[src/rtl/winograd_output_transform_acc.sv]
`default_nettype none
// ============================================================================
// Module   : winograd_output_transform_acc
// Brief    : Winograd F(2x2,3x3) output stage: accumulates per-channel 4x4
//            product tiles, applies Y = A^T*M*A, optional ReLU, saturation.
// Revision : 1.0 - initial release
// ============================================================================
module winograd_output_transform_acc #(
    parameter int W      = 16,
    parameter int AW     = W + 8,
    parameter int OW     = 16,
    parameter int CH_MAX = 256,
    parameter int CW     = $clog2(CH_MAX + 1)
) (
    input  logic              clk,
    input  logic              rstn,
    input  logic              clear,
    input  logic [CW-1:0]     cfg_nch,
    input  logic              relu_en,
    input  logic              in_valid,
    output logic              in_ready,
    input  logic [16*W-1:0]   in_m,
    output logic              out_valid,
    input  logic              out_ready,
    output logic [4*OW-1:0]   out_y,
    output logic              out_sat
);

    typedef enum logic [2:0] {
        S_IDLE = 3'd0,
        S_ACC  = 3'd1,
        S_XF1  = 3'd2,
        S_XF2  = 3'd3,
        S_OUT  = 3'd4
    } state_t;

    localparam logic [CW-1:0]           c_ONE  = {{(CW-1){1'b0}}, 1'b1};
    localparam logic signed [AW+3:0]    c_YMAX = {{(AW+5-OW){1'b0}}, {(OW-1){1'b1}}};
    localparam logic signed [AW+3:0]    c_YMIN = {{(AW+5-OW){1'b1}}, {(OW-1){1'b0}}};
    localparam logic [OW-1:0]           c_OMAX = {1'b0, {(OW-1){1'b1}}};
    localparam logic [OW-1:0]           c_OMIN = {1'b1, {(OW-1){1'b0}}};

    state_t                 r_state;
    state_t                 w_state_nxt;
    logic                   r_alive;

    // Input stage register: an accepted beat is folded into acc one edge later.
    logic [16*W-1:0]        r_m;
    logic                   r_m_vld;
    logic                   r_m_first;
    logic                   r_m_last;

    logic [CW-1:0]          r_cnt;
    logic [CW-1:0]          r_nch;
    logic                   r_relu;

    logic signed [AW-1:0]   r_acc     [16];
    logic signed [AW-1:0]   w_m_ext   [16];
    logic signed [AW-1:0]   w_acc_nxt [16];
    logic signed [AW+1:0]   w_t       [8];
    logic signed [AW+1:0]   r_t       [8];
    logic signed [AW+3:0]   w_yr      [4];
    logic signed [AW+3:0]   w_yl      [4];
    logic [OW-1:0]          w_yc      [4];
    logic [3:0]             w_clip;

    logic [4*OW-1:0]        r_out_y;
    logic                   r_out_valid;
    logic                   r_out_sat;

    logic                   w_pend_last;
    logic                   w_accept;
    logic [CW-1:0]          w_nch_in;

    function automatic logic signed [AW+1:0] sx2(input logic signed [AW-1:0] a);
        return {{2{a[AW-1]}}, a};
    endfunction

    function automatic logic signed [AW+3:0] sx4(input logic signed [AW+1:0] a);
        return {{2{a[AW+1]}}, a};
    endfunction

    assign w_pend_last = r_m_vld && r_m_last;
    assign in_ready    = r_alive && ((r_state == S_IDLE) ||
                                     ((r_state == S_ACC) && !w_pend_last));
    assign w_accept    = in_valid && in_ready && !clear;
    assign w_nch_in    = (cfg_nch == '0) ? c_ONE : cfg_nch;

    assign out_y     = r_out_y;
    assign out_valid = r_out_valid;
    assign out_sat   = r_out_sat;

    // ------------------------------------------------------------------------
    // State machine
    // ------------------------------------------------------------------------
    always_ff @(posedge clk or negedge rstn) begin
        if (!rstn) begin
            r_state <= S_IDLE;
        end else begin
            r_state <= w_state_nxt;
        end
    end

    always_comb begin
        w_state_nxt = r_state;
        case (r_state)
            S_IDLE:  if (w_accept)    w_state_nxt = S_ACC;
            S_ACC:   if (w_pend_last) w_state_nxt = S_XF1;
            S_XF1:                    w_state_nxt = S_XF2;
            S_XF2:                    w_state_nxt = S_OUT;
            S_OUT:   if (out_ready)   w_state_nxt = S_IDLE;
            default:                  w_state_nxt = S_IDLE;
        endcase
        if (clear) begin
            w_state_nxt = S_IDLE;
        end
    end

    // ------------------------------------------------------------------------
    // Combinational datapath
    // ------------------------------------------------------------------------
    always_comb begin
        for (int i = 0; i < 16; i++) begin
            w_m_ext[i]   = {{(AW-W){r_m[i*W+W-1]}}, r_m[i*W +: W]};
            w_acc_nxt[i] = r_m_first ? w_m_ext[i] : (r_acc[i] + w_m_ext[i]);
        end
    end

    always_comb begin
        for (int c = 0; c < 4; c++) begin
            w_t[c]   = sx2(r_acc[c])   + sx2(r_acc[4+c]) + sx2(r_acc[8+c]);
            w_t[4+c] = sx2(r_acc[4+c]) - sx2(r_acc[8+c]) - sx2(r_acc[12+c]);
        end
    end

    always_comb begin
        w_yr[0] = sx4(r_t[0]) + sx4(r_t[1]) + sx4(r_t[2]);
        w_yr[1] = sx4(r_t[1]) - sx4(r_t[2]) - sx4(r_t[3]);
        w_yr[2] = sx4(r_t[4]) + sx4(r_t[5]) + sx4(r_t[6]);
        w_yr[3] = sx4(r_t[5]) - sx4(r_t[6]) - sx4(r_t[7]);
        for (int k = 0; k < 4; k++) begin
            w_yl[k]   = (r_relu && w_yr[k][AW+3]) ? '0 : w_yr[k];
            w_clip[k] = 1'b0;
            if (w_yl[k] > c_YMAX) begin
                w_yc[k]   = c_OMAX;
                w_clip[k] = 1'b1;
            end else if (w_yl[k] < c_YMIN) begin
                w_yc[k]   = c_OMIN;
                w_clip[k] = 1'b1;
            end else begin
                w_yc[k]   = w_yl[k][OW-1:0];
            end
        end
    end

    // ------------------------------------------------------------------------
    // Sequential datapath
    // ------------------------------------------------------------------------
    always_ff @(posedge clk or negedge rstn) begin
        if (!rstn) begin
            r_alive     <= 1'b0;
            r_m         <= '0;
            r_m_vld     <= 1'b0;
            r_m_first   <= 1'b0;
            r_m_last    <= 1'b0;
            r_cnt       <= '0;
            r_nch       <= '0;
            r_relu      <= 1'b0;
            r_out_y     <= '0;
            r_out_valid <= 1'b0;
            r_out_sat   <= 1'b0;
            for (int i = 0; i < 16; i++) r_acc[i] <= '0;
            for (int i = 0; i < 8; i++)  r_t[i]   <= '0;
        end else if (clear) begin
            r_alive     <= 1'b1;
            r_m_vld     <= 1'b0;
            r_m_first   <= 1'b0;
            r_m_last    <= 1'b0;
            r_cnt       <= '0;
            r_out_valid <= 1'b0;
            r_out_sat   <= 1'b0;
            for (int i = 0; i < 16; i++) r_acc[i] <= '0;
        end else begin
            r_alive <= 1'b1;
            r_m_vld <= w_accept;

            if (w_accept) begin
                r_m <= in_m;
                if (r_state == S_IDLE) begin
                    // Tile configuration is frozen on the first beat.
                    r_nch     <= w_nch_in;
                    r_relu    <= relu_en;
                    r_cnt     <= c_ONE;
                    r_m_first <= 1'b1;
                    r_m_last  <= (w_nch_in == c_ONE);
                end else begin
                    r_cnt     <= r_cnt + c_ONE;
                    r_m_first <= 1'b0;
                    r_m_last  <= ((r_cnt + c_ONE) == r_nch);
                end
            end

            if (r_m_vld) begin
                for (int i = 0; i < 16; i++) r_acc[i] <= w_acc_nxt[i];
            end

            if (r_state == S_XF1) begin
                for (int i = 0; i < 8; i++) r_t[i] <= w_t[i];
            end

            if (r_state == S_XF2) begin
                for (int k = 0; k < 4; k++) r_out_y[k*OW +: OW] <= w_yc[k];
                r_out_sat   <= |w_clip;
                r_out_valid <= 1'b1;
            end else if ((r_state == S_OUT) && out_ready) begin
                r_out_valid <= 1'b0;
            end
        end
    end

endmodule
`default_nettype wire
[config.mk]
export PLATFORM = sky130hd
export DESIGN_NAME = winograd_output_transform_acc
export DESIGN_NICKNAME = d
export VERILOG_FILES = /design/src/rtl/winograd_output_transform_acc.sv
export SDC_FILE = /design/constraint.sdc
export NUM_CORES = 2
export LEC_CHECK = 0
export CORE_MARGIN = 8
export CORE_UTILIZATION = 46
export CTS_BUF_LIST = sky130_fd_sc_hd__clkbuf_4 sky130_fd_sc_hd__clkbuf_8 sky130_fd_sc_hd__clkbuf_16
export CTS_CLUSTER_DIAMETER = 200
export DETAILED_ROUTE_END_ITERATION = 16
export SYNTH_ARGS = -nofsm -noshare
export SYNTH_HDL_FRONTEND = slang
export SYNTH_SLANG_ARGS = --single-unit
[constraint.sdc]
create_clock -name clk -period 4.75 [get_ports clk]
set_clock_uncertainty 0.05 [all_clocks]
set_input_delay 0.95 -clock clk [delete_from_list [all_inputs] [get_ports clk]]
set_output_delay 0.95 -clock clk [all_outputs]
set_load 0.02 [all_outputs]
==> images/met1.png <==
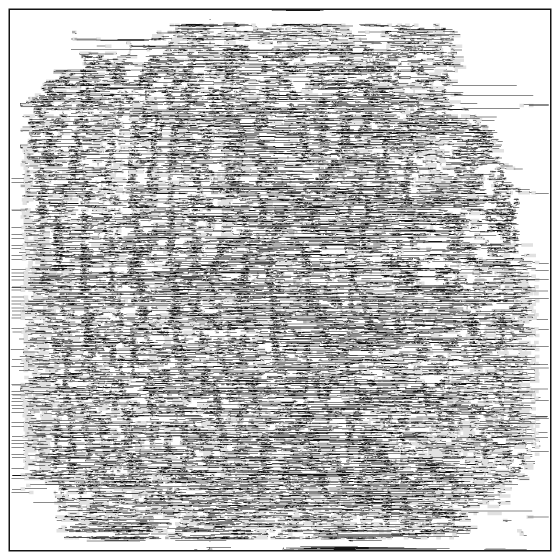
9556 nets have wire on it. The layer holds 44% of the routed length.
grt met1 use: 0.402
wirelength, routed: 266 mm
Vias: 65.0k

==> images/met2.png <==
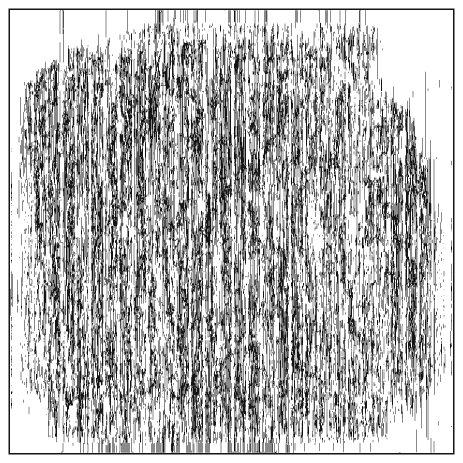
The wires run mostly vertical. The longest straight run is 126 um. The layer carries 118 mm of wire. 8330 nets have wire on it. The layer holds 44% of the routed length.
GR Util met2: 0.453

==> images/met4.png <==
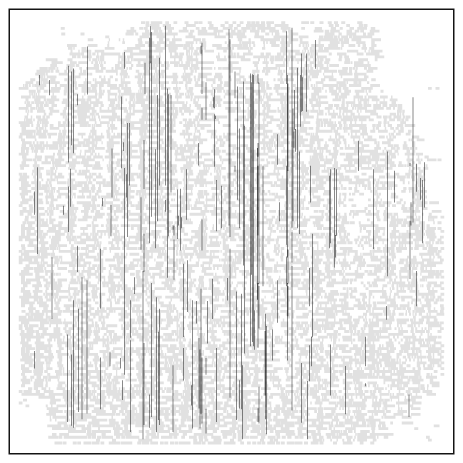
133 nets have wire on it. The wires run mostly vertical.

==> images/final_congestion.png <==
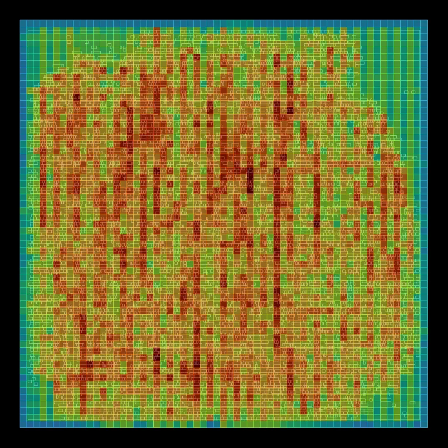
routed len/inst: 24.1 um
busiest layer in global routing: met2

==> GITHUB_STEP_SUMMARY <==
## PnR job results

| Metric | Value |
|---|---|
| Status | `finished, final reports clean` |
| Cell Type Count | `100` |
| Post-layout nets | `10.0k` |
| Syn_nets | `9670` |
| Area reported by Yosys stat | `75600 um^2` |
| Slew Limit Fails | `0` |
| Share of cells above drive strength 1 | `0.0935` |
| Late-Pin Clk Latency | `0.78 ns` |
| I/O pin total | `338` |
| VDD IR max | `0.347 mV` |
| Slew @ Worst Pin | `1.27 ns` |
| Critical Path Source Type | `register` |
| P_comb | `0.0133 W` |
| Most common library cells after synthesis | `nand2_1, dfrtp_1, o21ai_0, ha_1, nor2_1` |
| Levels on crit path | `21` |
| Top cell area share | `0.311` |
| Clock network power | `0.00966 W` |
| DRC viols | `0` |
| Number of enable flip-flop cells | `0` |
| Most frequent cell after synthesis | `nand2_1` |
| Worst Hold Margin | `0.149 ns` |
| Log Warnings | `51` |
| Power share of the clock group | `0.293` |
| PortBufs | `337` |
| Layout fillers | `15.0k` |
| Leakage power total | `39.8 nW` |
| Number of cells in Yosys stat | `8398` |
| Seq/Total Area, Yosys | `0.311` |
| Reg2Reg Depth | `21` |
| Area Growth Syn to Fin | `15.1%` |
| Worst-path cell chain | `inv_2, fa_1, buf_4, ha_4, or2_4, fa_2, a211oi_4, o21ai_2, nand3_2, nand2_2, a31oi_4, xnor2_2, nand4_1, nor4_1, nand4_1, a2111oi_4, buf_4, a21bo_4, clkbuf_16, a21oi_1, o21ai_1` |
| CP Max Fanout | `7` |
| Combinational Power Share | `0.403` |
| Slowest cell on the critical path | `fa_1` |
| Die height | `421 um` |
| Top cells by area | `dfrtp_1, ha_1, fa_1` |
| Seq pwr share | `0.304` |
| Worst setup EP type | `register` |
| Fin. Hold Viols | `0` |
| Core ar. | `163000 um^2` |
| Internal power | `0.0200 W` |
| Critical setup path kind | `register to register` |
| Post-layout min period | `4.71 ns` |
| Number of global-route vias before repair | `64.0k` |
| Post-synth regs | `940` |
| Hold/Removal Path Class | `primary input to asynchronous set/reset pin` |
| CTS HTree Levels | `3` |
| CTS Sinks | `940` |
| P_seq | `0.0100 W` |
| Avg Inst Size Synth | `9.00 um^2` |
| CTS tree | `built` |
| Setup crit start | `r_t[130]` |
| DP Wirelength | `211 mm` |
| Max Root-Sink Buffers | `3` |
| Power per Cell Area | `379 nW/um^2` |
| Die width | `421 um` |
| CTS root buffer | `clkbuf_16` |
| Routability congestion estimate | `0.975` |
| Setup TNS | `0 ns` |
| Final ANT Viol Nets | `0` |
| Slew HR | `0.146` |
| CP delay by family, top | `AND-OR/OR-AND gates` |
| RR Startpoint | `r_t[130]` |
| Die area | `178000 um^2` |
| FP Util | `0.464` |
| First-pass GRT wire length | `399 mm` |
| Number of vias per cell | `5.89` |
| Most numerous logic cells after layout | `nand2_1, dfrtp_1, ha_1` |
[area by class of cell]
| type | count | area, um^2 | share of cell area |
|---|---|---|---|
| diodes | 4 | 10.0 | 0.000115 |
| clock buffers | 160 | 3380 | 0.0389 |
| clock inverters | 49 | 739 | 0.00850 |
| inverters | 551 | 2080 | 0.0239 |
| multi-input cells | 6617 | 49200 | 0.565 |
| flip-flops and latches | 940 | 23500 | 0.271 |
| well taps | 2175 | 2720 | 0.0313 |
| repair buffers | 548 | 5330 | 0.0613 |
[per-stage QoR]
step	utilization	std cells	worst slack (ns)	total power [W]	area, um^2
after floorplan	-	8398	0.534	0.0181	75600
after global placement	0.506	10800	-0.160	0.0229	82400
after detailed placement	0.506	10800	-0.199	0.0231	82400
after CTS	0.531	11000	0.0282	0.0329	86600
after global routing	0.534	11000	-0.187	0.0348	87000
final	0.534	11000	0.0448	0.0330	87000
[sequential cells by signal (all words and copies together) (netlist names)]
register / flops
out_sat: 1
out_valid: 1
out_y: 64
r_acc: 384
r_alive: 1
r_cnt: 9
r_m: 256
r_m_first: 1
r_m_last: 1
r_m_vld: 1
r_nch: 9
r_relu: 1
r_state: 3
r_t: 208
[logic make-up after synthesis]
kind of cell	Yosys count	synth area share
simple gates	2430	0.144
buf+inv	841	0.0422
flops	940	0.311
mux	315	0.0460
xor+xnor	528	0.0612
compound gates	2342	0.198
other cells	1	0.0000496
fa+ha+maj	1001	0.197
[metal layers]
layer	wire length [um]	GRT usage
met1	118000	0.402
met2	118000	0.453
met3	18200	0.0445
met4	12200	0.118
met5	13	0
[timing repair]
action	4_1_cts	5_1_grt
endpoints found under the setup margin	31	74
gates resized	6	71
endpoints found under the hold margin	0	0
setup buffers	1	14
pin swaps	4	39
gates cloned	0	1
Power is estimated from default activity; no workload was simulated.
